$ cat config.mk
export PLATFORM = sky130hd
export DESIGN_NAME = rwt_dac_stream_feeder
export DESIGN_NICKNAME = d
export VERILOG_FILES = /design/src/rtl/rwt_dac_stream_feeder.sv
export SDC_FILE = /design/constraint.sdc
export NUM_CORES = 1
export LEC_CHECK = 0
export ABC_AREA = 1
export CAP_MARGIN = 10
export CORE_ASPECT_RATIO = 1.75
export CORE_MARGIN = 2
export CORE_UTILIZATION = 50
export DETAILED_ROUTE_END_ITERATION = 8
export PLACE_DENSITY_LB_ADDON = 0.3
export RECOVER_POWER = 25
export SLEW_MARGIN = 30
export SYNTH_ARGS = -nofsm -noshare
export SYNTH_HDL_FRONTEND = slang
export SYNTH_SLANG_ARGS = --single-unit
$ cat constraint.sdc
create_clock -name dac_clk -period 6.12 [get_ports dac_clk]
set_input_delay 0.918 -clock dac_clk [delete_from_list [all_inputs] [get_ports dac_clk]]
set_output_delay 0.918 -clock dac_clk [all_outputs]
set_load 0.01 [all_outputs]
$ cat src/rtl/rwt_dac_stream_feeder.sv
// Purpose : buffers 64-bit (4 x 16-bit) sample words from an AXI-Stream source and plays them
//           out to a DAC core on request, with priming, per-lane masking and underflow tracking.
// Latency : a request on edge N pops the FIFO head into dac_data on that same edge N.
//           The sink samples the new word at edge N+1.
// Backpr. : s_axis_tready = !full, regardless of state. Requests are ignored until the FIFO is primed.
// Ports   : dac_clk/dac_rstn             - clock, async active-low reset
//           s_axis_tdata/tvalid/tready   - upstream sample words
//           dac_enable/dac_valid         - per-lane enable and sample request from the DAC core
//           dac_data                     - registered, lane-masked samples
//           flush                        - empties the FIFO
//           underflow/underflow_count/underflow_clr - sticky flag, saturating count, clear pulse
//           fifo_level                   - current occupancy 0..2**FIFO_DEPTH_LOG2
module rwt_dac_stream_feeder #(
  parameter int FIFO_DEPTH_LOG2 = 4,
  parameter int PRIME_LEVEL     = 8,
  parameter bit UNDERFLOW_HOLD  = 1'b0
) (
  input  logic                     dac_clk,
  input  logic                     dac_rstn,
  input  logic [63:0]              s_axis_tdata,
  input  logic                     s_axis_tvalid,
  output logic                     s_axis_tready,
  input  logic [3:0]               dac_enable,
  input  logic [3:0]               dac_valid,
  output logic [63:0]              dac_data,
  input  logic                     flush,
  output logic                     underflow,
  output logic [15:0]              underflow_count,
  input  logic                     underflow_clr,
  output logic [FIFO_DEPTH_LOG2:0] fifo_level
);

  localparam int DEPTH = 1 << FIFO_DEPTH_LOG2;
  localparam int LW    = FIFO_DEPTH_LOG2 + 1;
  localparam logic [LW-1:0]              LVL_FULL  = LW'(DEPTH);
  localparam logic [LW-1:0]              LVL_PRIME = LW'(PRIME_LEVEL);
  localparam logic [LW-1:0]              LVL_ONE   = LW'(1);
  localparam logic [FIFO_DEPTH_LOG2-1:0] PTR_ONE   = FIFO_DEPTH_LOG2'(1);

  typedef enum logic [1:0] {
    IDLE  = 2'd0,
    PRIME = 2'd1,
    RUN   = 2'd2,
    UNDER = 2'd3
  } state_t;

  state_t                     state, state_nxt;
  logic [63:0]                mem [DEPTH];
  logic [FIFO_DEPTH_LOG2-1:0] wr_ptr, rd_ptr;
  logic [LW-1:0]              level, level_nxt;
  logic [63:0]                head, head_masked, data_nxt;
  logic                       full, empty, push, pop, uf_evt, req, en_any;
  logic                       uf_nxt;
  logic [15:0]                cnt_nxt;

  assign full          = (level == LVL_FULL);
  assign empty         = (level == '0);
  assign s_axis_tready = !full;
  // flush discards any push presented on the same edge
  assign push          = s_axis_tvalid && !full && !flush;
  assign en_any        = |dac_enable;
  assign req           = |dac_valid;
  assign head          = mem[rd_ptr];
  assign fifo_level    = level;

  // Disabled lanes are driven as zero rather than stale FIFO data
  always_comb begin
    head_masked = '0;
    for (int i = 0; i < 4; i++) begin
      if (dac_enable[i]) head_masked[16*i +: 16] = head[16*i +: 16];
    end
  end

  // Next state, pop decision and next output word
  always_comb begin
    state_nxt = state;
    data_nxt  = dac_data;
    pop       = 1'b0;
    uf_evt    = 1'b0;
    if (!en_any) begin
      // Core disabled: park in IDLE, keep FIFO contents
      state_nxt = IDLE;
      data_nxt  = '0;
    end else begin
      case (state)
        IDLE: begin
          state_nxt = PRIME;
          data_nxt  = '0;
        end
        PRIME: begin
          if (level >= LVL_PRIME) state_nxt = RUN;
        end
        RUN: begin
          if (req) begin
            if (empty) begin
              uf_evt    = 1'b1;
              state_nxt = UNDER;
              if (!UNDERFLOW_HOLD) data_nxt = '0;
            end else if (!flush) begin
              pop      = 1'b1;
              data_nxt = head_masked;
            end
          end
        end
        UNDER: begin
          state_nxt = PRIME;
        end
        default: begin
          state_nxt = IDLE;
        end
      endcase
    end
  end

  always_comb begin
    level_nxt = level;
    if (flush) begin
      level_nxt = '0;
    end else begin
      case ({push, pop})
        2'b10:   level_nxt = level + LVL_ONE;
        2'b01:   level_nxt = level - LVL_ONE;
        default: level_nxt = level;
      endcase
    end
  end

  // Clear is applied first so a coincident underflow event leaves count = 1
  always_comb begin
    uf_nxt  = underflow;
    cnt_nxt = underflow_count;
    if (underflow_clr) begin
      uf_nxt  = 1'b0;
      cnt_nxt = '0;
    end
    if (uf_evt) begin
      uf_nxt = 1'b1;
      if (cnt_nxt != 16'hFFFF) cnt_nxt = cnt_nxt + 16'd1;
    end
  end

  always_ff @(posedge dac_clk or negedge dac_rstn) begin
    if (!dac_rstn) begin
      state <= IDLE;
    end else begin
      state <= state_nxt;
    end
  end

  always_ff @(posedge dac_clk or negedge dac_rstn) begin
    if (!dac_rstn) begin
      level           <= '0;
      wr_ptr          <= '0;
      rd_ptr          <= '0;
      dac_data        <= '0;
      underflow       <= 1'b0;
      underflow_count <= '0;
    end else begin
      level           <= level_nxt;
      dac_data        <= data_nxt;
      underflow       <= uf_nxt;
      underflow_count <= cnt_nxt;
      if (flush) begin
        wr_ptr <= '0;
        rd_ptr <= '0;
      end else begin
        if (push) wr_ptr <= wr_ptr + PTR_ONE;
        if (pop)  rd_ptr <= rd_ptr + PTR_ONE;
      end
    end
  end

  // Storage needs no reset; validity is tracked by level and the pointers
  always_ff @(posedge dac_clk) begin
    if (push) mem[wr_ptr] <= s_axis_tdata;
  end

endmodule

Sequential cells colored by netlist name:
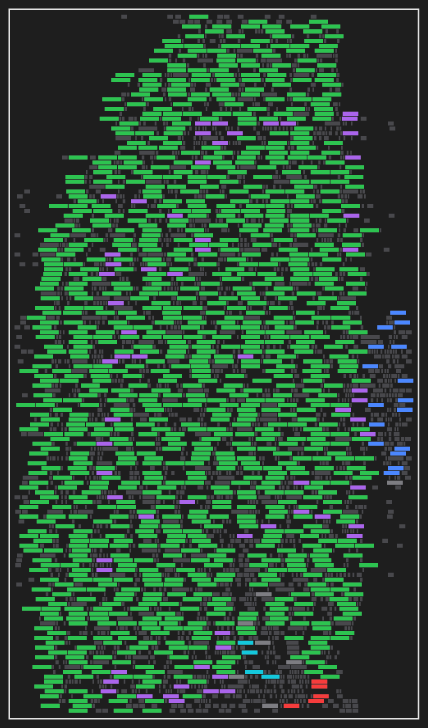
legend:
  blue:
    name_in_the_netlist: `underflow_count`
    sequential_cells: 16
    where: east
  green:
    name_in_the_netlist: `mem`
    sequential_cells: 1024
    where: spread over the die
  purple:
    name_in_the_netlist: `dac_data`
    sequential_cells: 64
    where: spread over the die
  red:
    name_in_the_netlist: `fifo_level`
    sequential_cells: 5
    where: south-east
  cyan:
    name_in_the_netlist: `rd_ptr`
    sequential_cells: 4
    where: south

Clock wiring as the flow saved it:
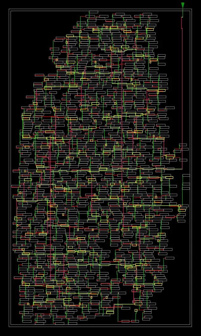
flip-flops: 1120
clkbuf count: 136

Routed clock nets over the placement:
Scale bar: 50 um.
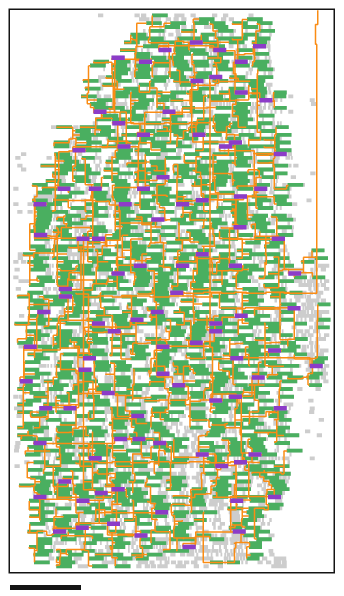
legend:
  purple:
    item: clock-net drivers
    count: 97
  orange:
    item: clock wires
    length: 12200 um
  green:
    item: flip-flops
    count: 1120
flops lie: spread over the die
routed clock nets: 98

==> impl_metrics.csv <==
group,metric,value,unit
timing,skew,0.0278,ns
global_routing,grt_pass1_wl,171000,um
global_routing,grt_max_degree,220,
timing,min_period_over_period,56.1,%
die,die_w,229,um
detailed_routing,drc,0,
timing,worstMarginPinSlew,1.07,ns
synthesis,synthAdderAreaFrac,0.340,%
cts,clock_path_buffers,3,
min_path,min_path_type,"input port to async pin",
final_layout,nets,3611,
synthesis,aoi_share,9.47,%
setup_path,rr_worst_depth,8,
power,seq_power,8700,uW
power,power.net_switching,4790,uW
synthesis,yosys_warnings,0,
setup_path,cp_num_buf_inv,3,
global_routing,track_usage,25.0,%
setup_path,cp-endpoint,"dac_data[0]$_DFFE_PN0P_",
final_layout,stdcell_count,4782,
detailed_routing,routed.top_layer,"met5",
setup_path,crit_type,"flip-flop to flip-flop",
final_layout,num-nonclk-buffers,219,
final_layout,lay_top_count,"edfxtp_1",
die,chipArea,0.0907,mm^2
die,core_area,0.0877,mm^2
setup_path,slowest_stage,"buf_4",
synthesis,ys_async_sr_fraction,8.57,%
cts,cts_sinks,1120,
synthesis,syn_avg_cell_area,12.9,um^2
synthesis,syn_area,0.0441,mm^2
synthesis,yosysUniqueCellTypes,38,
synthesis,synthMostInstantiatedCell,"edfxtp_1",
synthesis,yosys_cells,3418,
run,cap_violations,0,
power,power_leader,"sequential cells",
run,warning_count,49,
synthesis,yosysTopAreaCell,"edfxtp_1",
timing,hold_violations,0,
power,power,17400,uW
final_layout,reg_top3,"mem: 1024 flops, dac_data: 64 flops, underflow_count: 16 flops",
cts,cts-root-buf,"clkbuf_16",
detailed_routing,vias,28200,
timing,fmax,0.291,GHz
placement,dpl.cell_count,4589,
setup_path,cp_max_fo,71,
power,power_density,348,mW/mm^2
final_layout,drive_above_1_share,7.16,%
final_layout,largest_register_ffs,1024,
setup_path,critPathArrivalTime,4.02,ns
setup_path,startpoint,"rd_ptr[2]$_DFFE_PN0P_",
detailed_routing,wl_met1,42900,um
synthesis,top_cells_by_count,"edfxtp_1 (1024), nand2_1 (508), o21ai_0 (349)",
synthesis,mux_share,0,%
detailed_routing,firstDrtPassIters,6,
die,num_rows,144,
detailed_routing,final_antenna_net_count,0,
power,powerClk,6100,uW
detailed_routing,wl_per_cell,23.8,um
power,comb_cell_power,2640,uW
setup_path,crit_cells,8,
final_layout,flop_area,0.0332,mm^2
final_layout,fillers,6936,
synthesis,synth_flops,1120,
power,p_sw_share,27.4,%
setup_path,crit_path_end_kind,"flip-flop",
power,seq_power_share,49.9,%
power,p_int,12700,uW
synthesis,top_area_share,69.7,%
final_layout,mostFrequentLayoutCells,"edfxtp_1 (1024), nand2_1 (507), o21ai_0 (349)",
timing,finalSetupTns,0,ns
global_routing,antenna_found_initial,13,
detailed_routing,first_iter_violations,2954,
synthesis,synth-area-yosys,0.0441,mm^2
final_layout,syn_to_final_growth,13.7,%
final_layout,buffer_area_share,4.52,%
synthesis,synth-edff-count,1024,
timing,setup_slack,2.69,ns
placement,pre_cts_slack,2.32,ns
final_layout,nMultiInputCombCells,1928,
power,pwr-share-clk,35.0,%
final_layout,utilization,57.2,%
cts,cts.clk_slew.worst_paths,0.07,ns
setup_path,required,6.71,ns
synthesis,synthFlopType,"edfxtp_1",
status,outcome,"completed",
detailed_routing,route.met3.wl,7670,um
synthesis,synthTopCellsByArea,"edfxtp_1 (70%), dfrtp_1 (5.4%), nand2_1 (4.3%)",
cts,cts_buffers,97,
cts,hold_buffers,0,
final_layout,comb_area_share,18.9,%
setup_path,regToRegSetupSlack,2.69,ns
placement,routabilityCongestion,0.794,
final_layout,nNonClkInverters,156,
setup_path,r2r-end,"dac_data[0]$_DFFE_PN0P_",
timing,setup_viol,0,
synthesis,syn_nets,3507,
setup_path,crit_chain,"buf_4 -> inv_6 -> buf_4 -> o221ai_1 -> nand3_1 -> nand2_1 -> nand3_1 -> nand2_1",
setup_path,critPathLaunchType,"flip-flop",
timing,rsz0062_at_grt,"false",
global_routing,overflow,0,
detailed_routing,wl_met2,58400,um
final_layout,clockNetworkAreaShare,6.27,%
timing,drv_slew,0,
-- worst reg2reg max path, stage by stage (launching register included) --
cell	delay, ns
dfrtp_1	0.60
buf_4	0.38
inv_6	0.62
buf_4	0.86
o221ai_1	0.45
nand3_1	0.19
nand2_1	0.08
nand3_1	0.08
nand2_1	0.06
-- cell families (layout without fill, tap and decap cells) --
kind of cell,count (synthesis),after routing
other,0,9
AND/OR/NAND/NOR,1162,1162
XOR/XNOR,18,18
buffers and inverters,370,557
AND-OR/OR-AND,736,736
adder cells (fa/ha/maj),12,12
flip-flops,1120,1120
-- metal layers --
layer  up-vias  global-route usage, %
li1      12600                      -
met1     14000                   30.4
met2      1223                   43.9
met3       258                   3.67
met4         8                   11.9
met5         -                      0
No activity file was given, so power comes from the tool's default toggle rates.
